--- src/rtl/serial_adder.sv ---
// Bit-serial ripple adder: one full-adder step per clock, result and carry registered at FIN.
// Define SERIAL_ADDER_OVF_EN to add the registered signed-overflow output OVF.
`timescale 1ns/1ps
module serial_adder #(
    parameter int unsigned WIDTH = 8
) (
    input  logic             CLK,
    input  logic             RST,
    input  logic             START,
    input  logic [WIDTH-1:0] A,
    input  logic [WIDTH-1:0] B,
    input  logic             Cin,
    output logic             BUSY,
    output logic             DONE,
    output logic [WIDTH-1:0] S,
    output logic             Cout
`ifdef SERIAL_ADDER_OVF_EN
    ,
    output logic             OVF
`endif
);

    typedef enum logic [1:0] {IDLE, SHIFT, FIN} state_t;

    localparam int unsigned CNT_W = (WIDTH > 1) ? $clog2(WIDTH) : 1;
    localparam logic [CNT_W-1:0] LAST = CNT_W'(WIDTH - 1);

    state_t           state_q, state_d;
    logic [WIDTH-1:0] a_q, b_q, sum_q;
    logic             carry_q;
    logic [CNT_W-1:0] cnt_q;

    logic             sum_bit, carry_next;
    logic [WIDTH-1:0] sum_next;

    always_comb begin
        sum_bit    = a_q[0] ^ b_q[0] ^ carry_q;
        carry_next = (a_q[0] & b_q[0]) | (a_q[0] & carry_q) | (b_q[0] & carry_q);
        sum_next            = sum_q >> 1;
        sum_next[WIDTH-1]   = sum_bit;
    end

    always_ff @(posedge CLK) begin
        if (RST) state_q <= IDLE;
        else     state_q <= state_d;
    end

    always_comb begin
        state_d = state_q;
        case (state_q)
            IDLE:    if (START) state_d = SHIFT;
            SHIFT:   if (cnt_q == LAST) state_d = FIN;
            FIN:     state_d = IDLE;
            default: state_d = IDLE;
        endcase
    end

    always_comb begin
        BUSY = (state_q != IDLE);
        DONE = (state_q == FIN);
    end

    // The last SHIFT step writes S/Cout directly so they are valid while in FIN.
    always_ff @(posedge CLK) begin
        if (RST) begin
            a_q     <= '0;
            b_q     <= '0;
            sum_q   <= '0;
            carry_q <= 1'b0;
            cnt_q   <= '0;
            S       <= '0;
            Cout    <= 1'b0;
`ifdef SERIAL_ADDER_OVF_EN
            OVF     <= 1'b0;
`endif
        end else begin
            case (state_q)
                IDLE: begin
                    if (START) begin
                        a_q     <= A;
                        b_q     <= B;
                        carry_q <= Cin;
                        sum_q   <= '0;
                        cnt_q   <= '0;
                    end
                end
                SHIFT: begin
                    a_q     <= a_q >> 1;
                    b_q     <= b_q >> 1;
                    carry_q <= carry_next;
                    sum_q   <= sum_next;
                    cnt_q   <= cnt_q + CNT_W'(1);
                    if (cnt_q == LAST) begin
                        S    <= sum_next;
                        Cout <= carry_next;
`ifdef SERIAL_ADDER_OVF_EN
                        OVF  <= carry_q ^ carry_next;
`endif
                    end
                end
                default: ;
            endcase
        end
    end

endmodule

--- config.mk ---
export PLATFORM = sky130hd
export DESIGN_NAME = serial_adder
export DESIGN_NICKNAME = d
export VERILOG_FILES = /design/src/rtl/serial_adder.sv
export SDC_FILE = /design/constraint.sdc
export NUM_CORES = 1
export LEC_CHECK = 0
export ABC_AREA = 1
export CORE_ASPECT_RATIO = 1.25
export CORE_MARGIN = 4
export CORE_UTILIZATION = 46
export DETAILED_ROUTE_END_ITERATION = 6
export PLACE_DENSITY = 0.75
export REMOVE_ABC_BUFFERS = 1
export SKIP_LAST_GASP = 1
export SYNTH_ARGS = -nofsm -noshare
export SYNTH_HDL_FRONTEND = slang
export SYNTH_SLANG_ARGS = --single-unit
--- constraint.sdc ---
create_clock -name CLK -period 1.45 [get_ports CLK]
set_clock_uncertainty 0.1 [all_clocks]
set_input_delay 0.145 -clock CLK [delete_from_list [all_inputs] [get_ports CLK]]
set_output_delay 0.145 -clock CLK [all_outputs]
set_load 0.01 [all_outputs]
drive_strength.png
(6 px per µm)
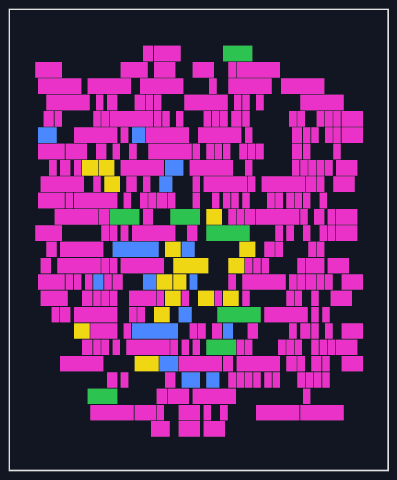
| color | size | cells | share |
|---|---|---|---|
| green | drive 6 and up | 7 | 2.4% |
| blue | drive 2 | 15 | 5.1% |
| magenta | drive 1 or less | 254 | 87% |
| yellow | drive 3 to 4 | 16 | 5.5% |

wire_density.png
(4 px per µm) 13 x 15 tiles, from black (low) to pale yellow (high), scaled to the fullest tile. Values are wire area over tile area, all layers added.
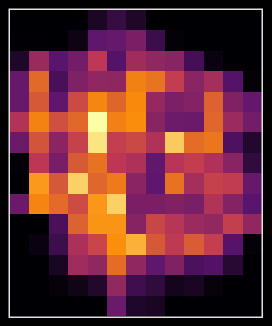
emptiest ninth of the die: south-west
mean over tiles: 0.12
tiles over half the peak: 28%
fullest tile: 0.38
nearly empty tiles: 24%

met3.png
(6 px per µm)
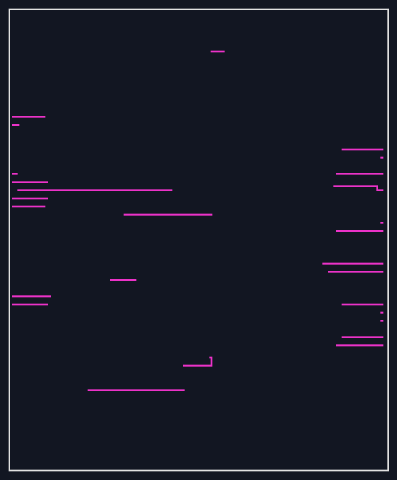
main direction: horizontal
nets with wire on the layer: 23
longest straight run: 25.5 µm
wire length on this layer: 175 µm
vias: 1550
DRT Wirelength: 3710 µm

final_clocks.png
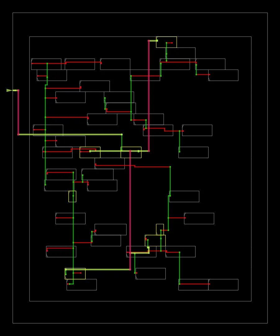
worst-skew pair later-pin latency: 290 ps
clk sinks: 38
Layout clock buffers: 5

==> changes_impl.md <==
### Physical design

* Non-Clock Buffer Area Fraction at 0.203
* Adder share at 0.0260
* Sw Share at 0.259
* CP cell instances: ha_1 -> ha_1 -> nand2_2 -> nor2_4 -> buf_4 -> o21ai_0 -> nor2_1
* Largest registers: S x8, a_q x8, b_q x8
* Die ar. at 0.00482 mm²
* Highest-count logic cell in the final layout: nand2_1
* RSZ-0062 raised after global routing: true
* Mapped Cells at 252
* Routability cong. at 0.774
* PD cells at 947 mW/mm²
* Fillers at approximately 350
* Mapped cell area at 0.00173 mm²
* Ys flop type: dfxtp_1
* Tool warnings at 26
* Clock tree cell share of total cell area at 0.0352
* M2 GR Usage at 0.286
* GRT met1 Usage at 0.201
* DIE WIDTH at roughly 63 µm
* Pins over their slew limit at 0
* Total combinational power at 319 µW
* Comb pwr share at 0.150
* Top-count cell post-synth: nand2_1
* Dominant kind of combinational cell: simple AND/OR/NAND/NOR gates
* Slew HR at 0.869
* R2R setup slack at 20 ps
* Yosys cell count at 252
* Switching power total at roughly 550 µW
* Crit path time final at 1430 ps
* Reg2reg end: S[3]$_SDFFE_PP0P_
* Clk power at between 600 and 700 µW
* Placed Instances at between 300 and 400
* Nets at 315
* Simple share at 0.329
* Clock power frac at 0.322
* Multiplexer share at 0
* Worst reg2reg path depth at 7
* Crit. Startpoint: cnt_q[0]$_SDFFE_PP0P_
* Seq pwr at 1120 µW
* CP Buf/Inv Count at 1
* Crit path depth at 7
* Yosys top cell by area: dfxtp_1
* Layout area overhead at 29.2%
* Htree depth at 2
* VDD IR max at 762 µV
* Gate Area at approximately 800 µm²
* Startpoint of the worst hold path: A[7]
* Crit path required time at 1530 ps
* Tot Pwr at 2120 µW
* Final core occ at 0.626
* Num rows at 24
* Diode count at 0
* Most frequent CP cell: ha_1
* Actual slew at the worst max-slew pin at 196 ps
* Bufs w/o clock at 45
* Top Layout Cells: nand2_1 (80), nor2_1 (46), dfxtp_1 (36)
* Wire length on met2 at between 1500 and 2000 µm
* Vias in the first global route at around 1600
* Top cells by area: dfxtp_1 (44%), nand2_1 (18%), nor2_1 (10%), inv_1 (5.4%), a21oi_1 (4.0%)
* First-pass GRT wire length at 6730 µm
* Flop pwr share at 0.528
* Async SR Flop Fraction at 0
* Max power group: registers
* Root Buffer Master: clkbuf_8
* Worst Setup Start Kind: register
* Worst Setup End Kind: register
* Detail Route Antenna Nets at 0
* Layout cells sized above 1 at 0.130
* TritonCTS Buffers at 5
* Fraction of area in multi-input gates at 0.352
* Aoi share at 0.0939
* Syn_area_per_cell at about 7 µm²
* Clock slew at reported path FFs at 70 ps
* Top layer in use: met4
* Dpl ws at -96.4 ps
* Clock Tree Buf Depth at 2
* Fmax at 0.700 GHz
* Setup Crit Path Kind: reg2reg
* Status: completed
* Top Usage Layer GRT: met2
* Port bufs at 30
Power figures rest on the tool's default switching activity, not on a simulated workload.
